**Clock distribution**

The bar under the picture is 50 um long.
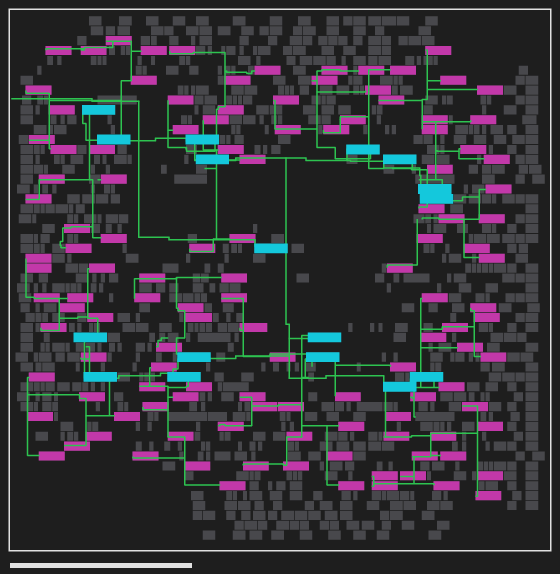
**The metal 3 layer**

The bar under the picture is 50 um long. Cells faint in the background.
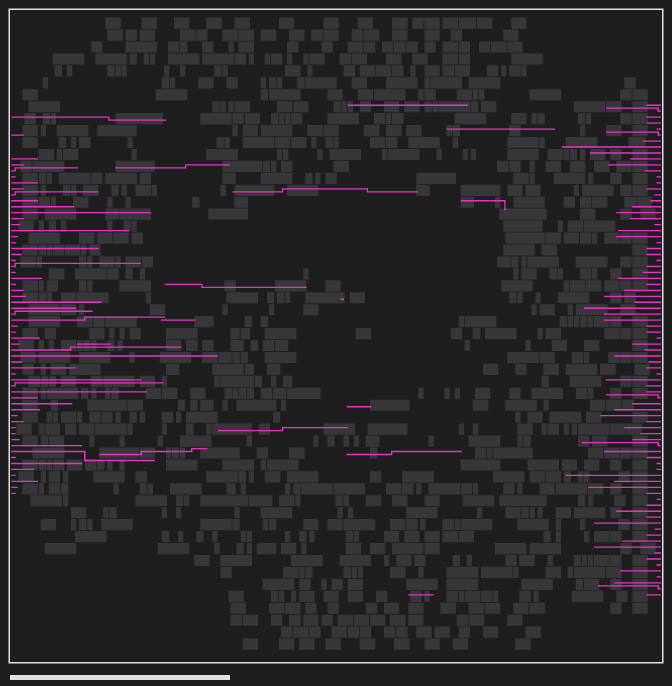
**M2 wires**

Cells faint in the background.
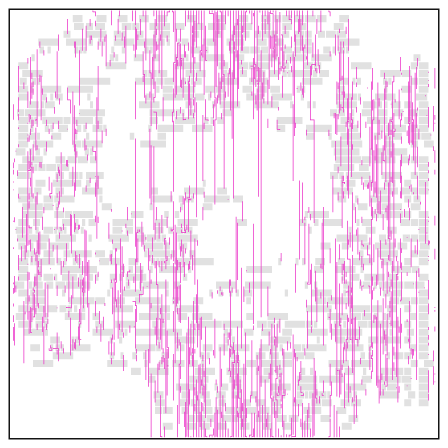
**Metal layers overlaid**

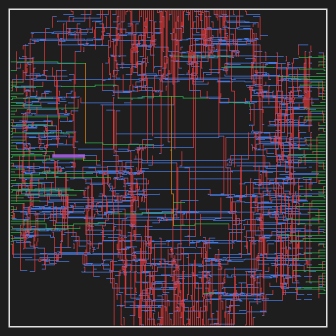
**Routing congestion**

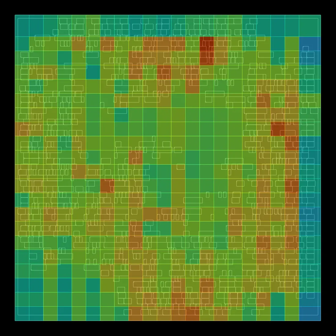
===== config.mk =====
export PLATFORM = sky130hd
export DESIGN_NAME = mem_stage_flat
export DESIGN_NICKNAME = d
export VERILOG_FILES = /design/src/rtl/pipe_pkg.sv /design/src/rtl/mem_stage_if.sv /design/src/rtl/dmem_access_fsm.sv /design/src/rtl/mem_stage.sv /design/src/flat_wrapper.sv
export SDC_FILE = /design/constraint.sdc
export NUM_CORES = 1
export LEC_CHECK = 0
export CORE_UTILIZATION = 25
export DETAILED_ROUTE_END_ITERATION = 10
export GPL_TIMING_DRIVEN = 0
export PLACE_DENSITY_LB_ADDON = 0.3
export SLEW_MARGIN = 10
export SYNTH_ARGS = -nofsm -noshare
export SYNTH_HDL_FRONTEND = slang
export SYNTH_SLANG_ARGS = --single-unit

===== constraint.sdc =====
create_clock -name clk -period 2.1 [get_ports clk]
set_input_delay 0.42 -clock clk [delete_from_list [all_inputs] [get_ports clk]]
set_output_delay 0.42 -clock clk [all_outputs]
set_load 0.01 [all_outputs]

===== src/rtl/pipe_pkg.sv =====
// Shared pipeline types: ALU opcodes, memory-access FSM states and the EX/MEM payload.
package pipe_pkg;

  localparam int unsigned XLEN = 32;
  localparam int unsigned OPW  = 5;
  localparam int unsigned REGW = 5;

  localparam logic [OPW-1:0] OP_ADD = 5'b00000;
  localparam logic [OPW-1:0] OP_SUB = 5'b00001;
  localparam logic [OPW-1:0] OP_AND = 5'b00010;
  localparam logic [OPW-1:0] OP_OR  = 5'b00011;
  localparam logic [OPW-1:0] OP_LW  = 5'b10100;
  localparam logic [OPW-1:0] OP_SW  = 5'b10101;

  typedef enum logic {
    IDLE   = 1'b0,
    ACCESS = 1'b1
  } state_t;

  typedef struct packed {
    logic            valid;
    logic [OPW-1:0]  op;
    logic [XLEN-1:0] result;
    logic [XLEN-1:0] sdata;
    logic [REGW-1:0] rd;
    logic            regwrite;
  } ex_mem_t;

  function automatic logic is_mem_op(input logic [OPW-1:0] op);
    return (op == OP_LW) || (op == OP_SW);
  endfunction

endpackage


===== src/rtl/mem_stage_if.sv =====
// Data-memory request/acknowledge port between the MEM stage and data memory.
interface mem_stage_if;
  import pipe_pkg::*;

  logic            req;
  logic            we;
  logic [XLEN-1:0] addr;
  logic [XLEN-1:0] wdata;
  logic [XLEN-1:0] rdata;
  logic            ack;

  modport master (output req, we, addr, wdata, input rdata, ack);
  modport slave  (input req, we, addr, wdata, output rdata, ack);
endinterface


===== src/rtl/dmem_access_fsm.sv =====
// Data-memory access sequencer: request drive, wait counting, timeout and stall generation.
module dmem_access_fsm
  import pipe_pkg::*;
#(
  parameter int unsigned TIMEOUT = 16
) (
  input  logic clk,
  input  logic rst,
  input  logic start,
  input  logic start_we,
  input  logic ack,
  output logic req,
  output logic we,
  output logic stall,
  output logic timeout_now
);

  localparam int unsigned CW = (TIMEOUT > 1) ? $clog2(TIMEOUT) : 1;
  localparam logic [CW-1:0] CNT_LAST = CW'(TIMEOUT - 1);

  state_t        state;
  logic [CW-1:0] cnt;

  // Ack in the last allowed cycle wins over the timeout.
  assign timeout_now = (state == ACCESS) && !ack && (cnt == CNT_LAST);
  assign stall       = (state == ACCESS) && !ack && !timeout_now;

  // A new access may start on the same edge the previous one completes.
  always_ff @(posedge clk) begin
    if (rst) begin
      state <= IDLE;
      cnt   <= '0;
      req   <= 1'b0;
      we    <= 1'b0;
    end else if (start) begin
      state <= ACCESS;
      cnt   <= '0;
      req   <= 1'b1;
      we    <= start_we;
    end else if (state == ACCESS) begin
      if (ack || timeout_now) begin
        state <= IDLE;
        req   <= 1'b0;
        we    <= 1'b0;
      end else begin
        cnt <= cnt + CW'(1);
      end
    end
  end

endmodule


===== src/rtl/mem_stage.sv =====
// EX/MEM register, LW/SW data-memory access and MEM/WB register with forwarding outputs.
module mem_stage
  import pipe_pkg::*;
#(
  parameter int unsigned TIMEOUT = 16
) (
  input  logic              clk,
  input  logic              rst,
  input  logic              ex_valid,
  input  logic [OPW-1:0]    ex_aluop,
  input  logic [XLEN-1:0]   ex_result,
  input  logic [XLEN-1:0]   ex_store_data,
  input  logic [REGW-1:0]   ex_rd,
  input  logic              ex_regwrite,
  output logic              mem_stall,
  output logic [REGW-1:0]   ex_mem_rd,
  output logic              ex_mem_regwrite,
  output logic [XLEN-1:0]   ex_mem_aluresult,
  output logic              ex_mem_is_load,
  output logic [REGW-1:0]   mem_wb_rd,
  output logic              mem_wb_regwrite,
  output logic [XLEN-1:0]   mem_wb_data,
  mem_stage_if.master       dmem,
  output logic              mem_fault
);

  ex_mem_t ex_mem;
  ex_mem_t ex_next;
  logic    ex_is_mem;
  logic    ex_aligned;
  logic    start;
  logic    misaligned;
  logic    timeout_now;

  assign ex_is_mem  = ex_valid && is_mem_op(ex_aluop);
  assign ex_aligned = (ex_result[1:0] == 2'b00);
  assign start      = !mem_stall && ex_is_mem && ex_aligned;
  assign misaligned = !mem_stall && ex_is_mem && !ex_aligned;

  // Stores and misaligned accesses never write back.
  always_comb begin
    ex_next          = '0;
    ex_next.valid    = ex_valid;
    ex_next.op       = ex_aluop;
    ex_next.result   = ex_result;
    ex_next.sdata    = ex_store_data;
    ex_next.rd       = ex_rd;
    ex_next.regwrite = ex_regwrite && ex_valid && (ex_rd != '0) &&
                       (ex_aluop != OP_SW) && !(ex_is_mem && !ex_aligned);
  end

  always_ff @(posedge clk) begin
    if (rst) begin
      ex_mem <= '0;
    end else if (!mem_stall) begin
      ex_mem <= ex_next;
    end
  end

  dmem_access_fsm #(.TIMEOUT(TIMEOUT)) u_fsm (
    .clk         (clk),
    .rst         (rst),
    .start       (start),
    .start_we    (ex_aluop == OP_SW),
    .ack         (dmem.ack),
    .req         (dmem.req),
    .we          (dmem.we),
    .stall       (mem_stall),
    .timeout_now (timeout_now)
  );

  assign dmem.addr  = ex_mem.result;
  assign dmem.wdata = ex_mem.sdata;

  assign ex_mem_rd        = ex_mem.rd;
  assign ex_mem_regwrite  = ex_mem.regwrite;
  assign ex_mem_aluresult = ex_mem.result;
  assign ex_mem_is_load   = ex_mem.valid && (ex_mem.op == OP_LW);

  // Stall inserts a bubble; an aborted access also retires as a bubble.
  always_ff @(posedge clk) begin
    if (rst) begin
      mem_wb_rd       <= '0;
      mem_wb_regwrite <= 1'b0;
      mem_wb_data     <= '0;
    end else if (mem_stall) begin
      mem_wb_regwrite <= 1'b0;
    end else begin
      mem_wb_rd       <= ex_mem.rd;
      mem_wb_regwrite <= ex_mem.regwrite && !timeout_now;
      mem_wb_data     <= ex_mem_is_load ? dmem.rdata : ex_mem.result;
    end
  end

  always_ff @(posedge clk) begin
    if (rst) begin
      mem_fault <= 1'b0;
    end else if (misaligned || timeout_now) begin
      mem_fault <= 1'b1;
    end
  end

endmodule


===== src/flat_wrapper.sv =====
// flat-port wrapper written by rule: the top's interface ports become plain ports
module mem_stage_flat import pipe_pkg::*;
#(
  parameter int unsigned TIMEOUT = 16
)
  (clk, rst, ex_valid, ex_aluop, ex_result, ex_store_data, ex_rd, ex_regwrite, mem_stall, ex_mem_rd, ex_mem_regwrite, ex_mem_aluresult, ex_mem_is_load, mem_wb_rd, mem_wb_regwrite, mem_wb_data, mem_fault, dmem_req, dmem_we, dmem_addr, dmem_wdata, dmem_rdata, dmem_ack);
  mem_stage_if dmem_i ();
  input  logic clk;
  input  logic rst;
  input  logic ex_valid;
  input  logic [OPW-1:0] ex_aluop;
  input  logic [XLEN-1:0] ex_result;
  input  logic [XLEN-1:0] ex_store_data;
  input  logic [REGW-1:0] ex_rd;
  input  logic ex_regwrite;
  output logic mem_stall;
  output logic [REGW-1:0] ex_mem_rd;
  output logic ex_mem_regwrite;
  output logic [XLEN-1:0] ex_mem_aluresult;
  output logic ex_mem_is_load;
  output logic [REGW-1:0] mem_wb_rd;
  output logic mem_wb_regwrite;
  output logic [XLEN-1:0] mem_wb_data;
  output logic mem_fault;
  output wire logic [$bits(dmem_i.req)-1:0] dmem_req;
  output wire logic [$bits(dmem_i.we)-1:0] dmem_we;
  output wire logic [$bits(dmem_i.addr)-1:0] dmem_addr;
  output wire logic [$bits(dmem_i.wdata)-1:0] dmem_wdata;
  input wire logic [$bits(dmem_i.rdata)-1:0] dmem_rdata;
  input wire logic [$bits(dmem_i.ack)-1:0] dmem_ack;
  assign dmem_req = dmem_i.req;
  assign dmem_we = dmem_i.we;
  assign dmem_addr = dmem_i.addr;
  assign dmem_wdata = dmem_i.wdata;
  assign dmem_i.rdata = dmem_rdata;
  assign dmem_i.ack = dmem_ack;
  mem_stage #(.TIMEOUT(TIMEOUT)) u_core (.clk(clk), .rst(rst), .ex_valid(ex_valid), .ex_aluop(ex_aluop), .ex_result(ex_result), .ex_store_data(ex_store_data), .ex_rd(ex_rd), .ex_regwrite(ex_regwrite), .mem_stall(mem_stall), .ex_mem_rd(ex_mem_rd), .ex_mem_regwrite(ex_mem_regwrite), .ex_mem_aluresult(ex_mem_aluresult), .ex_mem_is_load(ex_mem_is_load), .mem_wb_rd(mem_wb_rd), .mem_wb_regwrite(mem_wb_regwrite), .mem_wb_data(mem_wb_data), .dmem(dmem_i), .mem_fault(mem_fault));
endmodule

==> results.txt <==
Implementation results.

The first-iteration detailed-routing DRC count is 151. The maximum net fanout on the critical path is 8. The flow ran to the end, and the final reports show no timing, DRC or antenna violations. The critical path required time is 1680 ps. In the synthesized netlist the dominant register cell turns out to be dfxtp_1. The I/O pin count is 256. The via count of the first global-routing pass was 4806.

After floorplanning, the die was sized to cover 22060 um2. Once routing completed, OpenROAD measured the worst setup slack at 95.63 ps. Prior to clock tree synthesis, the placed netlist has a worst setup slack of -921.0 ps. The pin count of the biggest net entering global routing is 17.

Per the timing report, the achievable frequency comes out to 0.4989 GHz. The instance area after placement is 8263 um2. Setup repair after global routing left no endpoint under its margin. For reference, the post-synthesis area per instance comes to 8.359 um2. For this run, the total global-route usage over all layers was measured as 15.98%. The final cell utilization of the core is 42.81%. The floorplan has 53 rows. The tally of OpenROAD warnings is 26. The height of the die is 148.5 um. The number of distinct library cells after synthesis is 32. At floorplan, the net count of the design was reported as 754.

The warning tally printed by Yosys for this design is 0. The global-route wire length before repair is 27020 um. The number of antenna diodes is 0. In the final layout, the share of cells above drive strength 1 is 17.41%. The number of synthesized flops with an enable pin is 0.

Along the worst hold path, the cell count comes to 3. The classification of the worst-slack hold path is in -> reg. The root buffer cell is clkbuf_16. For the worst flop-to-flop path, the logic depth is 7.

The hold violation total from the final report is 0. Of the synthesized area, sequential elements account for 45.51%. The CTS log lists the clock sinks for this run as 122.

The main area contributors are dfxtp_1 46%, buf_4 14%, nand2_1 12%.
Notes on 'clock distribution' above:
legend:
  flip-flops:
    color: magenta
    count: 122
  clock-net drivers:
    color: cyan
    count: 17
  clock wires:
    color: green
    length: 1830 um
routed clock nets: 18
clk_skew: 9.081 ps
P_clk: 3.17 mW
Late-Pin Clk Latency: 410 ps
Clk network pwr share: 48.4%

Notes on 'the metal 3 layer' above:
wire length on this layer: 1470 um
share of all routed wire: 8.4%
total detailed-routing wirelength: 17510 um
Vias: 5101

Notes on 'M2 wires' above:
main direction: vertical
share of all routed wire: 47%
nets with wire on the layer: 835
met2 usage: 26.24%

Notes on 'metal layers overlaid' above:
legend:
  M4:
    color: orange
    wire_length: 103 um
  M3:
    color: green
    wire_length: 1470 um
  M5:
    color: purple
    wire_length: 13.8 um
  M2:
    color: red
    wire_length: 8290 um
  M1:
    color: blue
    wire_length: 7640 um

Notes on 'routing congestion' above:
global routing usage on met3: 6.411%
GR Layer Usage met1: 19.58%

==> cells by family after synthesis <==
| logic type | count (synthesis) | share of synthesized area (%) |
|---|---|---|
| flip-flops | 122 | 45.51 |
| adder cells (fa/ha/maj) | 1 | 0.2331 |
| AND-OR/OR-AND | 123 | 13.31 |
| XOR/XNOR | 3 | 0.4897 |
| AND/OR/NAND/NOR | 217 | 16.13 |
| multiplexers | 32 | 5.969 |
| buffers and inverters | 144 | 18.35 |
==> stage by stage <==
| step | total power [mW] | instances | hold WS [ps] | setup TNS (ps) |
|---|---|---|---|---|
| 2_1_floorplan | 2.887 | 642 | 427.1 | 0 |
| 3_3_place_gp | 3.421 | 1172 | 434.1 | -19580 |
| 3_5_place_dp | 3.428 | 1172 | 444.4 | -20680 |
| 4_1_cts | 6.642 | 1205 | 451.9 | 0 |
| 5_1_grt | 6.836 | 1211 | 434.5 | 0 |
| 6_report | 6.537 | 1211 | 439.0 | 0 |
==> path summary, 6_finish.rpt <==
kind / startpoint / endpoint / slack (ps)
hold reg to reg: u_core.dmem.wdata[17] / u_core.dmem.wdata[17] / 450
setup / recovery: u_core.ex_mem[70] / ex_mem_is_load / 100
hold / removal: dmem_ack / u_core.mem_wb_regwrite / 440
setup reg to reg: u_core.u_fsm.cnt[0] / u_core.mem_wb_data[22] / 240
==> flip-flops by register name, summed over array words and instances, names as in the netlist <==
register	flops
u_core.dmem.addr	32
u_core.dmem.wdata	32
u_core.ex_mem	6
u_core.ex_mem_rd	5
u_core.ex_mem_regwrite	1
u_core.mem_fault	1
u_core.mem_wb_data	32
u_core.mem_wb_rd	5
u_core.mem_wb_regwrite	1
u_core.u_fsm.cnt	4
u_core.u_fsm.req	1
u_core.u_fsm.state	1
u_core.u_fsm.we	1
==> cells in the mapped netlist, types with 3 or more instances <==
master	instances
nor2_1	35
a21oi_1	84
buf_1	5
buf_4	101
buf_2	7
o211ai_1	3
clkbuf_1	26
a211oi_1	32
mux2i_1	32
nand2_1	166
buf_12	3
dfxtp_1	122
nand3_1	3
==> power by group <==
group	switching (mW)	internal (mW)
clock network	1.15	2.01
logic	0.282	0.581
registers	0.0826	2.43
==> metal layers <==
layer  global-route usage (%)  up-vias  share of wire, %
met4                    3.247        2              0.58
li1                         -     2590                 -
met5                        0        -             0.074
met3                    6.411        9               8.4
met2                    26.24      165                47
met1                    19.58     2335                44
==> worst max-delay path, cell delays in order (launching register included) <==
cell	delay, ps
dfxtp_1	320
nor4b_2	260
and3_1	240
buf_12	140
clkdlybuf4s15_2	220
==> repair_timing <==
| item | 4_1_cts | 5_1_grt |
|---|---|---|
| setup buffers | 2 | 6 |
| resized | 15 | 6 |
| endpoints found under the setup margin | 2 | 13 |
| pin swaps | 1 | 2 |
==> layout make-up <==
type	count	area, um2	share of cell area [%]
buffer	142	991.0	11.01
clock inverter	15	210.2	2.336
sequential	122	2445	27.17
tap	275	344.1	3.823
clock buffer	17	425.4	4.727
timing repair buffer	263	2618	29.08
inverter	1	3.754	0.04171
multi-input combinational	376	1963	21.81
Power figures rest on the tool's default switching activity, not on a simulated workload.
